<file path="config.mk">
export PLATFORM = sky130hd
export DESIGN_NAME = imem_loader
export DESIGN_NICKNAME = d
export VERILOG_FILES = /design/src/rtl/imem_loader_pkg.sv /design/src/rtl/imem_loader_word_packer.sv /design/src/rtl/imem_loader.sv
export SDC_FILE = /design/constraint.sdc
export NUM_CORES = 1
export LEC_CHECK = 0
export CORE_MARGIN = 4
export CORE_UTILIZATION = 48
export CTS_CLUSTER_DIAMETER = 200
export DETAILED_ROUTE_END_ITERATION = 12
export PLACE_DENSITY = 0.76
export SYNTH_ARGS = -nofsm -noshare
export SYNTH_HDL_FRONTEND = slang
export SYNTH_HIERARCHICAL = 1
export SYNTH_SLANG_ARGS = --single-unit
</file>
<file path="constraint.sdc">
create_clock -name clk -period 2.7 [get_ports clk]
set_input_delay 0.54 -clock clk [delete_from_list [all_inputs] [get_ports clk]]
set_output_delay 0.54 -clock clk [all_outputs]
set_load 0.02 [all_outputs]
</file>
<file path="src/rtl/imem_loader_pkg.sv">
`default_nettype none
// ============================================================================
// Module      : imem_loader_pkg
// Description : Shared types and constants for the instruction-memory boot
//               loader: FSM state encoding, sync byte and length width.
//               Optional feature macro: LOADER_CHECKSUM_EN (adds CSUM state).
// Revision    : 1.0 - initial release
// ============================================================================
package imem_loader_pkg;

  localparam logic [7:0] SYNC_BYTE = 8'hA5;
  localparam int         LEN_WIDTH = 16;

  typedef enum logic [2:0] {
    IDLE   = 3'd0,
    LEN_LO = 3'd1,
    LEN_HI = 3'd2,
    DATA   = 3'd3,
`ifdef LOADER_CHECKSUM_EN
    CSUM   = 3'd4,
`endif
    DONE   = 3'd5,
    ERROR  = 3'd6
  } state_t;

endpackage : imem_loader_pkg
`default_nettype wire

</file>
<file path="src/rtl/imem_loader_word_packer.sv">
`default_nettype none
// ============================================================================
// Module      : word_packer
// Description : Assembles four accepted bytes into one 32-bit word,
//               little-endian (first byte lands in word[7:0]), and pulses
//               word_valid for one cycle after the 4th byte.
// Ports       : clk, rst        - clock, synchronous active-high reset
//               clr             - return the byte index to 0
//               byte_valid      - byte_data is accepted this cycle
//               byte_data[7:0]  - incoming byte
//               word_valid      - one-cycle pulse, word holds a fresh word
//               word[31:0]      - assembled word (held until next word)
// Revision    : 1.0 - initial release
// ============================================================================
module word_packer (
  input  logic        clk,
  input  logic        rst,
  input  logic        clr,
  input  logic        byte_valid,
  input  logic [7:0]  byte_data,
  output logic        word_valid,
  output logic [31:0] word
);

  logic [1:0]  r_idx;
  logic [23:0] r_shift;     // the three bytes preceding the current one
  logic        r_word_valid;
  logic [31:0] r_word;

  always_ff @(posedge clk) begin
    if (rst) begin
      r_idx        <= 2'd0;
      r_shift      <= 24'd0;
      r_word_valid <= 1'b0;
      r_word       <= 32'd0;
    end else begin
      r_word_valid <= 1'b0;
      if (clr) begin
        r_idx <= 2'd0;
      end else if (byte_valid) begin
        r_idx   <= r_idx + 2'd1;
        // Shift in from the top so the oldest byte ends up lowest.
        r_shift <= {byte_data, r_shift[23:8]};
        if (r_idx == 2'd3) begin
          r_word_valid <= 1'b1;
          r_word       <= {byte_data, r_shift};
        end
      end
    end
  end

  assign word_valid = r_word_valid;
  assign word       = r_word;

endmodule : word_packer
`default_nettype wire

</file>
<file path="src/rtl/imem_loader.sv">
`default_nettype none
// ============================================================================
// Module      : imem_loader
// Description : Byte-stream boot loader. Waits for sync byte 0xA5, reads a
//               16-bit little-endian word count N, then writes N 32-bit
//               little-endian words to instruction memory at 0,4,8,...
//               The core is held in reset until the image is loaded.
//               Macro LOADER_CHECKSUM_EN adds a trailing XOR checksum byte.
// Ports       : clk, rst             - clock, synchronous active-high reset
//               in_data/valid/ready  - byte stream handshake
//               we, waddr, wdata     - instruction memory write port
//               cpu_hold             - high except after a successful load
//               done / err           - load complete / load aborted
// Revision    : 1.0 - initial release
// ============================================================================
module imem_loader
  import imem_loader_pkg::*;
#(
  parameter int ADDRESS_WIDTH = 32,
  parameter int INSTR_WIDTH   = 32,
  parameter int DEPTH         = 64
) (
  input  logic                     clk,
  input  logic                     rst,
  input  logic [7:0]               in_data,
  input  logic                     in_valid,
  output logic                     in_ready,
  output logic                     we,
  output logic [ADDRESS_WIDTH-1:0] waddr,
  output logic [INSTR_WIDTH-1:0]   wdata,
  output logic                     cpu_hold,
  output logic                     done,
  output logic                     err
);

  localparam logic [31:0] c_depth = 32'(DEPTH);
`ifdef LOADER_CHECKSUM_EN
  localparam state_t c_after_data = CSUM;
`else
  localparam state_t c_after_data = DONE;
`endif

  state_t                 r_state;
  state_t                 w_state_nxt;
  logic [LEN_WIDTH-1:0]   r_len;
  logic [LEN_WIDTH-1:0]   r_wcnt;
  logic [LEN_WIDTH-1:0]   w_len_full;
  logic                   w_acc;
  logic                   w_sync;
  logic                   w_we;
  logic                   w_last;
  logic [31:0]            w_word;
`ifdef LOADER_CHECKSUM_EN
  logic [7:0]             r_csum;
`endif

  // Full count as it will stand once the high byte is taken in LEN_HI.
  assign w_len_full = {in_data, r_len[7:0]};
  assign w_last     = (r_wcnt == r_len - 16'd1);
  // The only stall: the write cycle of the final word, so no byte can slip
  // into the packer (or be taken as checksum) before the FSM moves on.
  assign in_ready   = !((r_state == DATA) && w_we && w_last);
  assign w_acc      = in_valid && in_ready;
  assign w_sync     = w_acc && (in_data == SYNC_BYTE);

  word_packer u_packer (
    .clk        (clk),
    .rst        (rst),
    .clr        (r_state != DATA),
    .byte_valid (w_acc && (r_state == DATA)),
    .byte_data  (in_data),
    .word_valid (w_we),
    .word       (w_word)
  );

  assign we    = w_we;
  assign wdata = w_word;
  assign waddr = ADDRESS_WIDTH'({r_wcnt, 2'b00});

  always_ff @(posedge clk) begin
    if (rst) begin
      r_state <= IDLE;
      r_len   <= '0;
      r_wcnt  <= '0;
`ifdef LOADER_CHECKSUM_EN
      r_csum  <= 8'd0;
`endif
    end else begin
      r_state <= w_state_nxt;
      case (r_state)
        IDLE, DONE, ERROR: begin
          // A new sync starts a fresh image; clear per-image state.
          if (w_sync) begin
            r_len  <= '0;
            r_wcnt <= '0;
`ifdef LOADER_CHECKSUM_EN
            r_csum <= 8'd0;
`endif
          end
        end
        LEN_LO: if (w_acc) r_len[7:0]  <= in_data;
        LEN_HI: if (w_acc) r_len[15:8] <= in_data;
        DATA: begin
          if (w_we) r_wcnt <= r_wcnt + 16'd1;
`ifdef LOADER_CHECKSUM_EN
          if (w_acc) r_csum <= r_csum ^ in_data;
`endif
        end
        default: ;
      endcase
    end
  end

  always_comb begin
    w_state_nxt = r_state;
    done        = 1'b0;
    err         = 1'b0;
    cpu_hold    = 1'b1;
    case (r_state)
      IDLE:   if (w_sync) w_state_nxt = LEN_LO;
      LEN_LO: if (w_acc)  w_state_nxt = LEN_HI;
      LEN_HI: begin
        if (w_acc) begin
          if (32'(w_len_full) > c_depth) w_state_nxt = ERROR;
          else if (w_len_full == '0)     w_state_nxt = c_after_data;
          else                           w_state_nxt = DATA;
        end
      end
      DATA:   if (w_we && w_last) w_state_nxt = c_after_data;
`ifdef LOADER_CHECKSUM_EN
      CSUM:   if (w_acc) w_state_nxt = (in_data == r_csum) ? DONE : ERROR;
`endif
      DONE: begin
        done     = 1'b1;
        cpu_hold = 1'b0;
        if (w_sync) w_state_nxt = LEN_LO;
      end
      ERROR: begin
        err = 1'b1;
        if (w_sync) w_state_nxt = LEN_LO;
      end
      default: w_state_nxt = IDLE;
    endcase
  end

endmodule : imem_loader
`default_nettype wire
</file>
==> results.txt, run 1 <==
Summary of implementation figures.

Die
The chip footprint is 0.0112 mm2. According to the floorplan report, the die width is 106 um. The number of core rows is 35.

The floorplan die height is 106 um. Pin placement for this block handled 80 I/O pins. The core box area is 0.00928 mm2. The effective utilization at floorplan is 49.6%.

STA
Setup repair after global routing could not meet its margin everywhere. The final setup skew is 0.0161 ns. The final critical path takes up 108% of the cycle. The pin closest to its max-slew limit shows a slew of 0.566 ns.

The final timing report counts setup violations totalling 57. Hold is met by 0.460 ns. The max-slew check reports its worst relative slack as 61.7%. The final count of pins violating max slew is 0. The final worst-path setup slack is -0.212 ns.

Worst setup path
The path type of the worst setup path is reg -> out. Per STA, the worst path is made up of inv_2, ha_4, nor3b_4, and3_1, or4_4, a2111oi_4, nand4_1, buf_2. The worst setup path is captured at an output port. Across all register-to-register paths, the minimum setup slack is -0.09 ns.

The slowest cell on the critical path is sky130_fd_sc_hd__or4_4. STA puts the critical path data required time at 2.16 ns. The critical path launch point type is a flop.

The longest individual stage delay on the worst path is 0.55 ns. The worst-path maximum fanout is 4.

Layout
The number of standard cells in the final layout excluding fillers is 801. By instance count after routing, the leading logic cell type is sky130_fd_sc_hd__nand2_1. The number of nets at the end of the flow is 681.

From synthesis to final layout, the design area changed by 26.8%. The final antenna diode tally reported by the flow is 0. The ratio of cells with drive above 1 in the final layout is 18.6%.

Synth
The number of distinct standard cells referenced by the synthesized netlist is 57. The synthesized design contains 94 register bits. Sorting the synthesized cells by area gives the leading types as sky130_fd_sc_hd__dfxtp_1, sky130_fd_sc_hd__nand2_1, sky130_fd_sc_hd__a21oi_1. The synthesis report lists the Yosys warning total as 6. The count of library flops with an enable pin is 0. The mapped cell area is 0.00461 mm2. The dominant register cell in the synthesized netlist is sky130_fd_sc_hd__dfxtp_1. The instance count of the mapped netlist is 573.

The synthesized design spends more area on one cell type than any other, namely sky130_fd_sc_hd__dfxtp_1. The sequential cell area fraction in the yosys report is 40.8%. The number of cells in the yosys synthesis report is 573. Dividing the synthesized area by the synthesized cell count gives 8.04 um2. Counting flops with an async set or reset pin after synthesis yields a share of 0%.

Power and ir drop
In this run, the clock network consumes 38.7% of the power. Per report_power, the combinational group accounts for 3.9% of the total. The design internal power is 1.78 mW.

The power spent charging and discharging nets is 633 uW. The power per cell area is 413 mW/mm2. The sequential group share of total power is 57.4%.

In this run the VDD rail shows a maximum IR drop of 318 uV.

Placement
The HPWL after detailed placement is 8860 um. The number of buffers inserted by port buffering is 63. After detailed placement, the design holds a cell count of 785. The final RePlAce weighted congestion is 0.929.

Flow run
The number of warnings reported in the stage logs is 29. The number of maximum-capacitance violations recorded for the run is 0.

Detailed routing
The final routed DRC violation total is 0. Once detail routing completed, the nets flagged for antenna violations numbered 0. The via count normalized by instance count is 5.22. The detailed router finished its first iteration with 202 violations.

Clock network
The cell chosen for the clock root is sky130_fd_sc_hd__clkbuf_8. The clock tree from TritonCTS is yes. The clock tree has to reach 94 sinks. On the reported timing paths, the clock transition at the registers reads 0.11 ns.

Per the TritonCTS log, the buffer count is 9.

Global route
The number of antenna violations at the first check in global routing was 0. The via count of the first global-routing pass came to 4042. The maximum number of pins on one net before global-route repair is 34.

Outcome
The checks that failed: setup timing. The run finished, with violations left.
-- run 1: final timing paths --
kind                                    endpoint  depth (start not counted)                          start
setup / recovery                        in_ready                          8          r_len[0]$_SDFFE_PP0P_
hold / removal     u_packer/word[5]$_SDFFE_PP0P_                          2  u_packer/word[5]$_SDFFE_PP0P_
setup reg to reg  u_packer/word[18]$_SDFFE_PP0P_                         13          r_len[0]$_SDFFE_PP0P_
hold reg to reg    u_packer/word[5]$_SDFFE_PP0P_                          2  u_packer/word[5]$_SDFFE_PP0P_
-- run 1: area by class of cell --
cell class / instances / area, um2
clock buffer: 9 / 124
inverter: 11 / 43.8
tap: 129 / 161
multi-input combinational: 427 / 2420
clock inverter: 7 / 75.1
timing repair buffer: 124 / 1130
sequential: 94 / 1880
fill: 849 / 3440
-- run 1: routing by layer --
| layer | vias up | share of wire (%) | GRT usage, % |
|---|---|---|---|
| li1 | 2101 | - | - |
| met2 | 94 | 49 | 35.2 |
| met3 | 8 | 4.9 | 4.13 |
| met1 | 1979 | 45 | 27.6 |
| met5 | - | 0 | 0 |
| met4 | 0 | 1.0 | 5.00 |
-- run 1: what timing repair did --
action                                 4_1_cts  5_1_grt
endpoints found under the hold margin        0        0
hold buffers                                 0        0
pin swaps                                    0        0
setup buffers                                0        0
setup endpoints to repair                   58       59
gates resized                                5        1
-- run 1: power by group through the flow --
| stage | Clock (mW) | Sequential, mW | Combinational (mW) |
|---|---|---|---|
| final | 0.933 | 1.39 | 0.0938 |
| after global routing | 1.01 | 1.39 | 0.100 |
| after CTS | 0.951 | 1.39 | 0.0921 |
| after detailed placement | 0 | 1.42 | 0.0921 |
| after global placement | 0 | 1.42 | 0.0921 |
| after floorplan | 0 | 1.42 | 0.0642 |
-- run 1: sequential cells by signal, indices dropped and copies added (netlist names) --
name                 flops
u_packer/r_shift        24
r_state                  3
u_packer/word_valid      1
r_wcnt                  16
r_len                   16
u_packer/r_idx           2
u_packer/word           32
-- run 1: critical path: cells and delay by family, from the launching register on --
kind	cells	cell delay (ns)
simple gates	4	1.02
flops	1	0.37
buf+inv	2	0.24
compound gates	1	0.23
fa+ha+maj	1	0.16
-- run 1: through the flow --
step / util, % / total power [mW] / instance area [um2] / setup WS (ns) / setup TNS [ns]
6_report: 62.9 / 2.41 / 5840 / -0.212 / -3.62
4_1_cts: 62.8 / 2.43 / 5830 / -0.240 / -4.59
2_1_floorplan: - / 1.48 / 4740 / -0.0398 / -1.02
3_5_place_dp: 60.7 / 1.51 / 5640 / -0.242 / -4.78
3_3_place_gp: 60.7 / 1.51 / 5640 / -0.249 / -3.36
5_1_grt: 62.9 / 2.50 / 5840 / -0.396 / -14.14
-- run 1: logic make-up after synthesis --
logic type      count (synthesis)  synth area share (%)
fa+ha+maj                       3                 0.815
other cells                     1                0.0814
buf+inv                        67                  8.88
simple gates                  260                  26.2
xor+xnor                       31                  5.89
flops                          94                  40.8
compound gates                113                  16.4
mux                             4                 0.869
run_1/metal_stack.png
Only two layers are drawn.
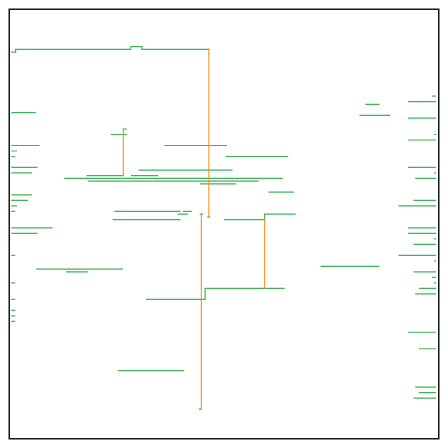
| layer | color | wire length |
|---|---|---|
| met3 | green | 565 um |
| met4 | orange | 118 um |
GRT Util Overall: 20.9%
overall via count from detail_route: 4182
average wire per cell in the routed design: 14.4 um
wirelength, routed: 11500 um

run_1/final_placement.png
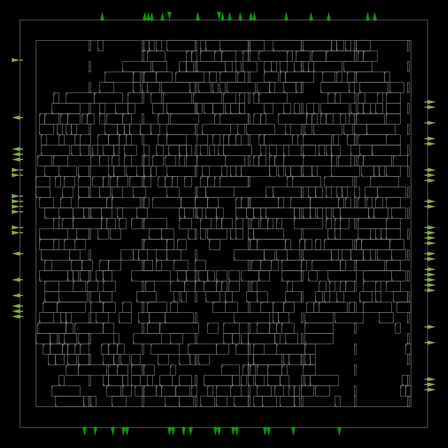
share of the core filled with cells: 62.9%
number of well taps: 129
fill count: 849

run_1/met2.png
Bar = 20 um.
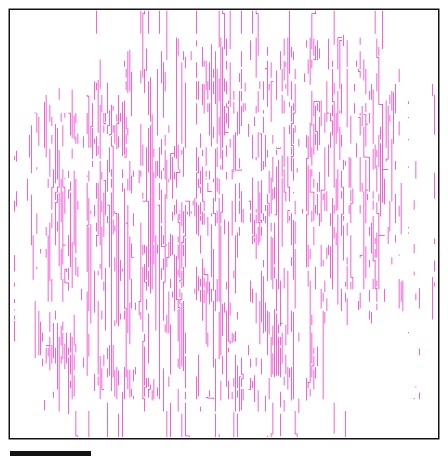
wire length on this layer: 5650 um
nets with wire on the layer: 586
main direction: vertical
met2 track demand over resource in global routing: 35.2%

run_1/registers.png
Other sequential cells in the stronger gray, the rest of the logic in the fainter gray.
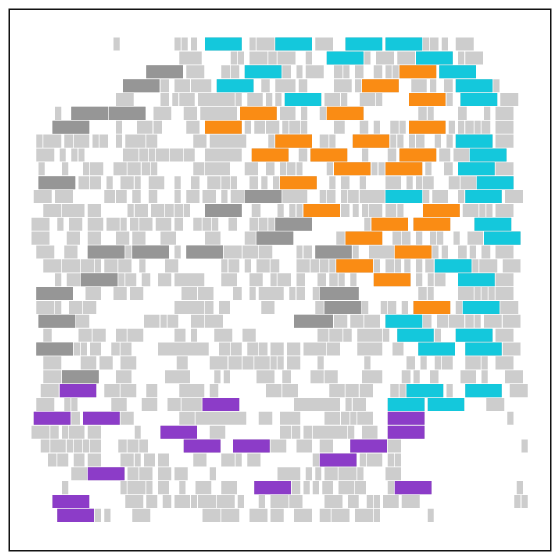

==> inputs of run 2 (changes only) <==
- PLACE_DENSITY: 0.76 -> default
- PLACE_DENSITY_LB_ADDON: default -> 0.3
run_2/registers.png
Other sequential cells in the stronger gray, the rest of the logic in the fainter gray.
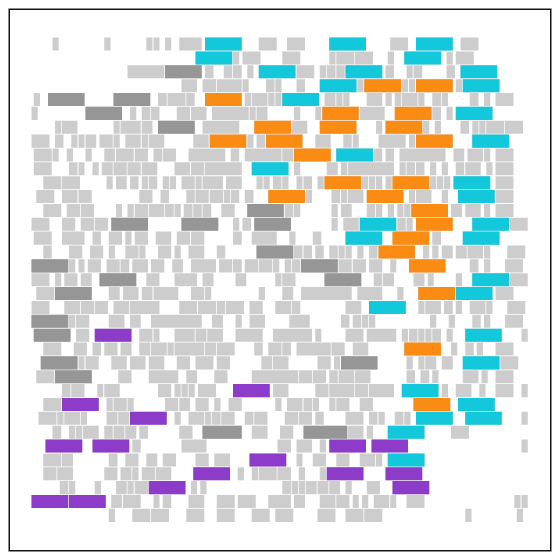
| signal | color | placed flops |
|---|---|---|
| `u_packer/word` | cyan | 32 |
| `r_wcnt` | purple | 16 |
| `u_packer/r_shift` | orange | 24 |
not colored: 22
share of the core filled with cells: 65.2%
reported sequential group power: 1.38 mW
fraction of area in registers: 31.2%

==> run 2 against run 1 <==
The run still ends with setup timing left. Via count increased by 3.4%. Final cell count increased by 1.6%. Register-to-register slack worse by 0.17 ns. Wire length increased by 5.8%. Sequential share of layout area down 1.1 points. Maximum frequency fell by 4.0%. Clock-buffer cell count unchanged. Synthesized cell count unchanged. Clock power up 1%. Non-clock buffer count up 13. Global-route usage rose by 0.86 points. Critical endpoint unchanged.
==> results.txt, run 2 <==
Summary of implementation figures.

Die
The horizontal die dimension is 106 um (unchanged). The number of placed I/O pins came to 80 (unchanged). The number of core rows is 35 (unchanged). The core box area was 0.00928 mm2 (unchanged).

The floorplan die height came to 106 um (unchanged). The effective utilization at floorplan is 49.6% (unchanged).

Worst setup path
The slowest cell on the critical path is sky130_fd_sc_hd__or4_4. The longest individual stage delay on the worst path is 0.54 ns (about the same). STA classifies the critical path startpoint as a flop. The number of cells on the worst reg-to-reg path is 14 (+1). The path type of the worst setup path is reg -> out. The required time reported for the critical path endpoint is 2.16 ns (about the same). The buffer and inverter count on the worst path is 2 (unchanged). The worst-path maximum fanout is 5 (+1). Broken down by cell family, the worst path's largest delay share belongs to simple AND/OR/NAND/NOR gates.

The slack of the worst reg-to-reg path is -0.26 ns (-0.17 ns). The report lists the cells along the critical path as inv_2, ha_4, nor3b_4, and3_1, or4_4, a2111oi_4, nand4_1, buf_2. The start of the worst register-to-register path is r_len[0]$_SDFFE_PP0P_.

The end of the worst register-to-register path is u_packer/word[26]$_SDFFE_PP0P_. The sort of element at the end of the critical path is an output port.

Layout
The number of flip-flops under the largest register name is 32 (unchanged). The final antenna diode count came to 0 (unchanged). By instance count after routing, the leading logic cell type is sky130_fd_sc_hd__nand2_1. The ratio of cells with drive above 1 in the final layout was 21.3% (+2.7 points). The number of fillers in the final layout was 849 (unchanged). Compared with the post-synthesis result, the final layout area differs by 31.4%.

STA
The final count of pins violating max slew is 0 (unchanged). The max-slew headroom at the worst pin came to 61.3% (-0.48 points). The final period utilization was 112% (+4.5 points). The number of setup violations in the final report is 60 (+5.3%). Setup repair after global routing could not meet its margin everywhere. The final worst-path setup slack is -0.334 ns (-0.122 ns).

Synth
The dominant register cell in the synthesized netlist is sky130_fd_sc_hd__dfxtp_1. The number of synthesized register bits is 94 (unchanged). Sorting the Yosys area breakdown by cell type puts at the top sky130_fd_sc_hd__dfxtp_1. The sequential cell area fraction in the yosys report is 40.8% (unchanged). The main area contributors are sky130_fd_sc_hd__dfxtp_1, sky130_fd_sc_hd__nand2_1, sky130_fd_sc_hd__a21oi_1.

The number of cells in the yosys synthesis report is 573 (unchanged). The synthesized area per cell is 8.04 um2 (unchanged). The instance count of the mapped netlist was 573 (unchanged). The number of distinct standard cells referenced by the synthesized netlist is 57 (unchanged). The count of library flops with an enable pin is 0 (unchanged). The synthesis warning total came to 6 (unchanged).

Detailed routing
The routed wire length is 12200 um (+5.8%). The final routed DRC violation total came to 0 (unchanged). The length of routed met2 wiring came to 5900 um (+4.4%). The post-route antenna net violation count is 0 (unchanged). The initial DRC count is 227 (+12%). The routed metal-1 wire length is 5300 um (+1.7%).

The average wire length per cell after detail routing was 15.0 um (+4.1%).

Global route
The maximum number of pins on one net before global-route repair was 68 (+100%). The via count of the first global-routing pass is 4079 (+0.92%). The number of antenna violations at the first check in global routing is 0 (unchanged).

Clock network
The clock tree from TritonCTS is yes. The clock slew at the register clock pins of the worst setup and hold paths is 0.11 ns (about the same). The cell chosen for the clock root is sky130_fd_sc_hd__clkbuf_8. The number of buffers added by the clock tree synthesis step is 9 (unchanged).

Outcome
The final reports fail on setup timing. The flow ran to the end, but the final reports show violations.

Worst hold path
The worst hold path stage count came to 2 (unchanged). STA lists the startpoint of the worst hold path as u_packer/word[14]$_SDFFE_PP0P_.

Power and ir drop
The power per cell area was 401 mW/mm2 (-3.0%). The maximum resistive drop on vdd is 246 uV (-23%).

Placement
The sum of net half-perimeters after detailed placement came to 8810 um (-0.55%).

Flow run
The count of maximum capacitance violations came to 0 (unchanged). The number of logged tool warnings is 29 (unchanged).
run_2/metal_stack.png
Only two layers are drawn.
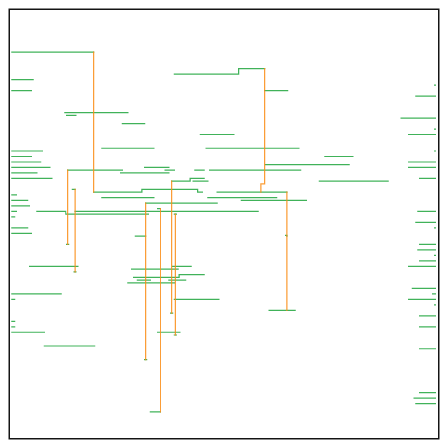
| layer | color | wire length |
|---|---|---|
| met4 | orange | 286 um |
| met3 | green | 728 um |
GRT Util Overall: 21.7%
overall via count from detail_route: 4323

## run 2: metrics by stage
stage | util (%) | instances | total power [mW] | TNS (ns) | area [um2]
finish | 65.2 | 814 | 2.43 | -12.66 | 6050
global route | 65.2 | 814 | 2.52 | -19.55 | 6050
CTS | 63.9 | 809 | 2.45 | -4.88 | 5930
detailed placement | 61.4 | 792 | 1.51 | -4.87 | 5700
global placement | 61.4 | 792 | 1.51 | -2.63 | 5700
floorplan | - | 588 | 1.48 | -1.02 | 4740
## run 2: what timing repair did
action,4_1_cts,5_1_grt
hold buffers,0,0
endpoints found under the hold margin,0,0
setup endpoints to repair,57,60
cloned,0,3
setup buffers,1,2
gates resized,9,9
pin swaps,1,2
## run 2: per-layer routing
layer	GRT usage, %	vias up
li1	-	2127
met1	27.9	2038
met2	36.3	136
met3	4.37	22
met4	7.68	0
met5	0	-
## run 2: tightest hold or removal path, stage by stage (launching register included)
cell,delay (ns)
sky130_fd_sc_hd__dfxtp_1,0.32
sky130_fd_sc_hd__nand2_1,0.05
sky130_fd_sc_hd__a21oi_1,0.05
## run 2: layout make-up
type / count / area [um2] / share of cell area (%)
Clock buffer: 9 / 124 / 2.05
Multi-Input combinational cell: 427 / 2480 / 40.9
Inverter: 11 / 43.8 / 0.723
Clock inverter: 7 / 80.1 / 1.32
Sequential cell: 94 / 1890 / 31.2
Timing Repair Buffer: 137 / 1280 / 21.2
Tap cell: 129 / 161 / 2.67
## run 2: power by group
| group | total (mW) | internal, mW | switching (mW) | leakage [nW] |
|---|---|---|---|---|
| Combinational | 0.0963 | 0.0279 | 0.0683 | 1.45 |
| Sequential | 1.38 | 1.38 | 0.0000913 | 0.758 |
| Clock | 0.946 | 0.368 | 0.578 | 0.0994 |
| Total | 2.43 | 1.78 | 0.647 | 2.30 |
## run 2: cell families after synthesis
family                   after synthesis  share of synthesized area (%)
AND-OR/OR-AND                        113                           16.4
XOR/XNOR                              31                           5.89
adder cells (fa/ha/maj)                3                          0.815
buffers and inverters                 67                           8.88
flip-flops                            94                           40.8
multiplexers                           4                          0.869
other                                  1                         0.0814
AND/OR/NAND/NOR                      260                           26.2
## run 2: worst max-delay path by stage
stage          slack [ns]                              to  cells after the start             startpoint
6_report            -0.33                        in_ready                      8  r_len[0]$_SDFFE_PP0P_
3_5_place_dp        -0.33                        in_ready                      8  r_len[1]$_SDFFE_PP0P_
5_1_grt             -0.45                        in_ready                      8  r_len[0]$_SDFFE_PP0P_
3_3_place_gp        -0.31                        in_ready                      8  r_len[1]$_SDFFE_PP0P_
4_1_cts             -0.32                        in_ready                      8  r_len[0]$_SDFFE_PP0P_
2_1_floorplan       -0.04  u_packer/word[11]$_SDFFE_PP0P_                     15  r_len[0]$_SDFFE_PP0P_
==> inputs of run 3 (changes only) <==
- SLEW_MARGIN: default -> 10
run_3/met2.png
Bar = 20 um.
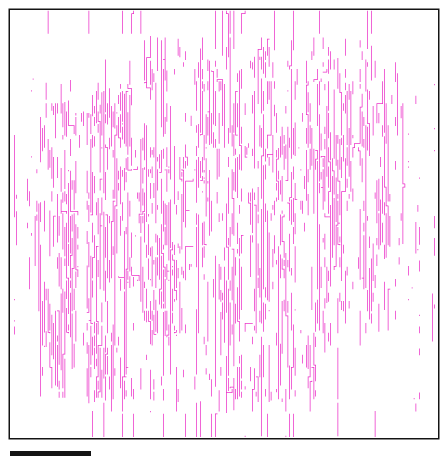
main direction: vertical
longest straight run: 40.1 um
share of all routed wire: 48%
nets with wire on the layer: 594

run_3/port_nets.png
Bar = 20 um.
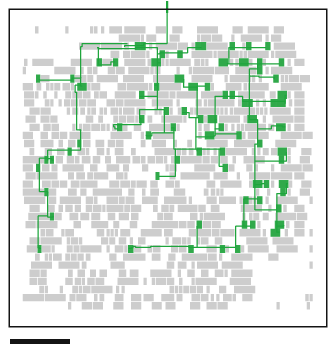
| port | color | direction | end cells | buffers | wire |
|---|---|---|---|---|---|
| `rst` | green | input | 78 | 2 | 653 um |
Ports: 80
port buffer count: 63

==> run 3 against run 2 <==
The flow still finishes with violations (setup timing). Maximum frequency unchanged. Die area did not move. Critical path depth is the same. Register-to-register slack barely moved.
==> results.txt, run 3 <==
Summary of implementation figures.

Outcome
The flow ran to the end, but the final reports show violations. The final reports fail on setup timing.

Layout
The area of the multi-input gates is 0.00248 mm2 (unchanged). The synthesis-to-layout area growth was 31.4% (unchanged). The number of fillers in the final layout is 849 (unchanged).

Synth
The synthesis warning total is 6 (unchanged). The number of synthesized register bits was 94 (unchanged). The dominant cell type by area after synthesis is sky130_fd_sc_hd__dfxtp_1. The number of distinct standard cells referenced by the synthesized netlist was 57 (unchanged). The dominant register cell in the synthesized netlist is sky130_fd_sc_hd__dfxtp_1. The count of library flops with an enable pin is 0 (unchanged). The number of cells in the yosys synthesis report was 573 (unchanged). The synthesis report lists the most area-consuming cells as sky130_fd_sc_hd__dfxtp_1, sky130_fd_sc_hd__nand2_1, sky130_fd_sc_hd__a21oi_1. The instance count of the mapped netlist is 573 (unchanged). The sequential cell area fraction in the yosys report is 40.8% (unchanged). The synthesized area per cell was 8.04 um2 (unchanged).

Global route
The via count of the first global-routing pass is 4079 (unchanged). The number of antenna violations at the first check in global routing came to 0 (unchanged). The maximum number of pins on one net before global-route repair came to 68 (unchanged). The global-route usage over all layers is 21.7% (unchanged).

Die
The floorplan die height came to 106 um (unchanged). The number of core rows was 35 (unchanged). The effective utilization at floorplan is 49.6% (unchanged).

Power and ir drop
The design internal power is 1.78 mW (unchanged). The maximum resistive drop on vdd is 246 uV (unchanged). The power spent charging and discharging nets was 647 uW (unchanged).

The part of the total power dissipated in the clock network is 39.0% (about the same). The power per cell area is 401 mW/mm2 (unchanged). The sequential group share of total power is 57.0% (about the same). The total power after layout is 2.43 mW (unchanged).

Worst setup path
The required time reported for the critical path endpoint is 2.16 ns (about the same). The critical path goes through inv_2, ha_4, nor3b_4, and3_1, or4_4, a2111oi_4, nand4_1, buf_2. The longest individual stage delay on the worst path was 0.54 ns (about the same).

The sort of element at the end of the critical path is an output port. The path type of the worst setup path is reg -> out. The worst setup path is launched from a flop. The kind of cell with the highest combined delay on the critical path is simple AND/OR/NAND/NOR gates. The slowest cell on the critical path is sky130_fd_sc_hd__or4_4.

STA
The max-slew headroom at the worst pin came to 61.3% (unchanged). The final count of pins violating max slew is 0 (unchanged). The final worst-path setup slack came to -0.334 ns (unchanged). The number of setup violations in the final report is 60 (unchanged). Setup repair after global routing could not meet its margin everywhere.

The final period utilization was 112% (unchanged).

Clock network
CTS placed an instance of sky130_fd_sc_hd__clkbuf_8 at the clock tree root. The number of buffers added by the clock tree synthesis step is 9 (unchanged). The clock slew at the register clock pins of the worst setup and hold paths is 0.11 ns (about the same). The number of buffers added to fix hold violations after cts is 0 (unchanged). The clock tree from TritonCTS is yes.

Detailed routing
The post-route antenna net violation count was 0 (unchanged). The average wire length per cell after detail routing was 15.0 um (unchanged). The final routed DRC violation total is 0 (unchanged). The initial DRC count is 227 (unchanged).

Placement
The sum of net half-perimeters after detailed placement is 8810 um (unchanged).
[run 3: cell counts in the layout (fill, tap and decap cells not counted)]
Identical to the previous run, type by type.
[run 3: worst paths after layout]
check                                    to  depth (start not counted)                            from  slack, ns
max reg2reg  u_packer/word[26]$_SDFFE_PP0P_                         14           r_len[0]$_SDFFE_PP0P_      -0.26
min reg2reg  u_packer/word[14]$_SDFFE_PP0P_                          2  u_packer/word[14]$_SDFFE_PP0P_       0.46
max                                in_ready                          8           r_len[0]$_SDFFE_PP0P_      -0.33
min          u_packer/word[14]$_SDFFE_PP0P_                          2  u_packer/word[14]$_SDFFE_PP0P_       0.46
[run 3: cell families (layout without fill, tap and decap cells)]
family	after synthesis	in the layout	share of synthesized area, %
xor gates and xnor gates	31	31	5.89
muxes	4	4	0.869
buffers and inverters	67	164	8.88
DFF	94	94	40.8
other	1	16	0.0814
and+or+nand+nor	260	260	26.2
adders and majority gates	3	3	0.815
AOI/OAI and AO/OA	113	113	16.4
[run 3: per-layer routing]
metal  up-vias  share of wire, %  global-route usage (%)
met1      2038                43                    27.9
met2       136                48                    36.3
met3        22               6.0                    4.37
met5         -                 0                       0
li1       2127                 -                       -
met4         0               2.3                    7.68
[run 3: area by class of cell]
type	count	share of cell area, %
timing repair buffer	137	21.2
sequential	94	31.2
tap	129	2.67
multi-input combinational	427	40.9
clock inverter	7	1.32
clock buffer	9	2.05
inverter	11	0.723
[run 3: power by group through the flow]
stage          Sequential (mW)  Combinational [mW]  Clock [mW]
2_1_floorplan             1.42              0.0642           0
3_3_place_gp              1.42              0.0937           0
3_5_place_dp              1.42              0.0945           0
4_1_cts                   1.39              0.0943       0.972
5_1_grt                   1.39               0.102        1.03
6_report                  1.38              0.0963       0.946
[run 3: what timing repair did]
item	in CTS	in global routing
buffers inserted	1	2
pin swaps	1	2
gates cloned	0	3
gates resized	9	9
endpoints found under the hold margin	0	0
setup endpoints to repair	57	60
[run 3: tightest hold or removal path: cells and delay by family (launching register included)]
family | cells | cell delay [ns]
AND/OR/NAND/NOR | 1 | 0.05
AND-OR/OR-AND | 1 | 0.05
flip-flops | 1 | 0.32
[run 3: through the flow]
stage | worst slack [ns] | TNS [ns] | util (%) | instance area, um2 | cells
after global routing | -0.453 | -19.55 | 65.2 | 6050 | 814
after detailed placement | -0.335 | -4.87 | 61.4 | 5700 | 792
after CTS | -0.318 | -4.88 | 63.9 | 5930 | 809
after global placement | -0.312 | -2.63 | 61.4 | 5700 | 792
final | -0.334 | -12.66 | 65.2 | 6050 | 814
after floorplan | -0.0398 | -1.02 | - | 4740 | 588
No activity file was given, so power comes from the tool's default toggle rates.
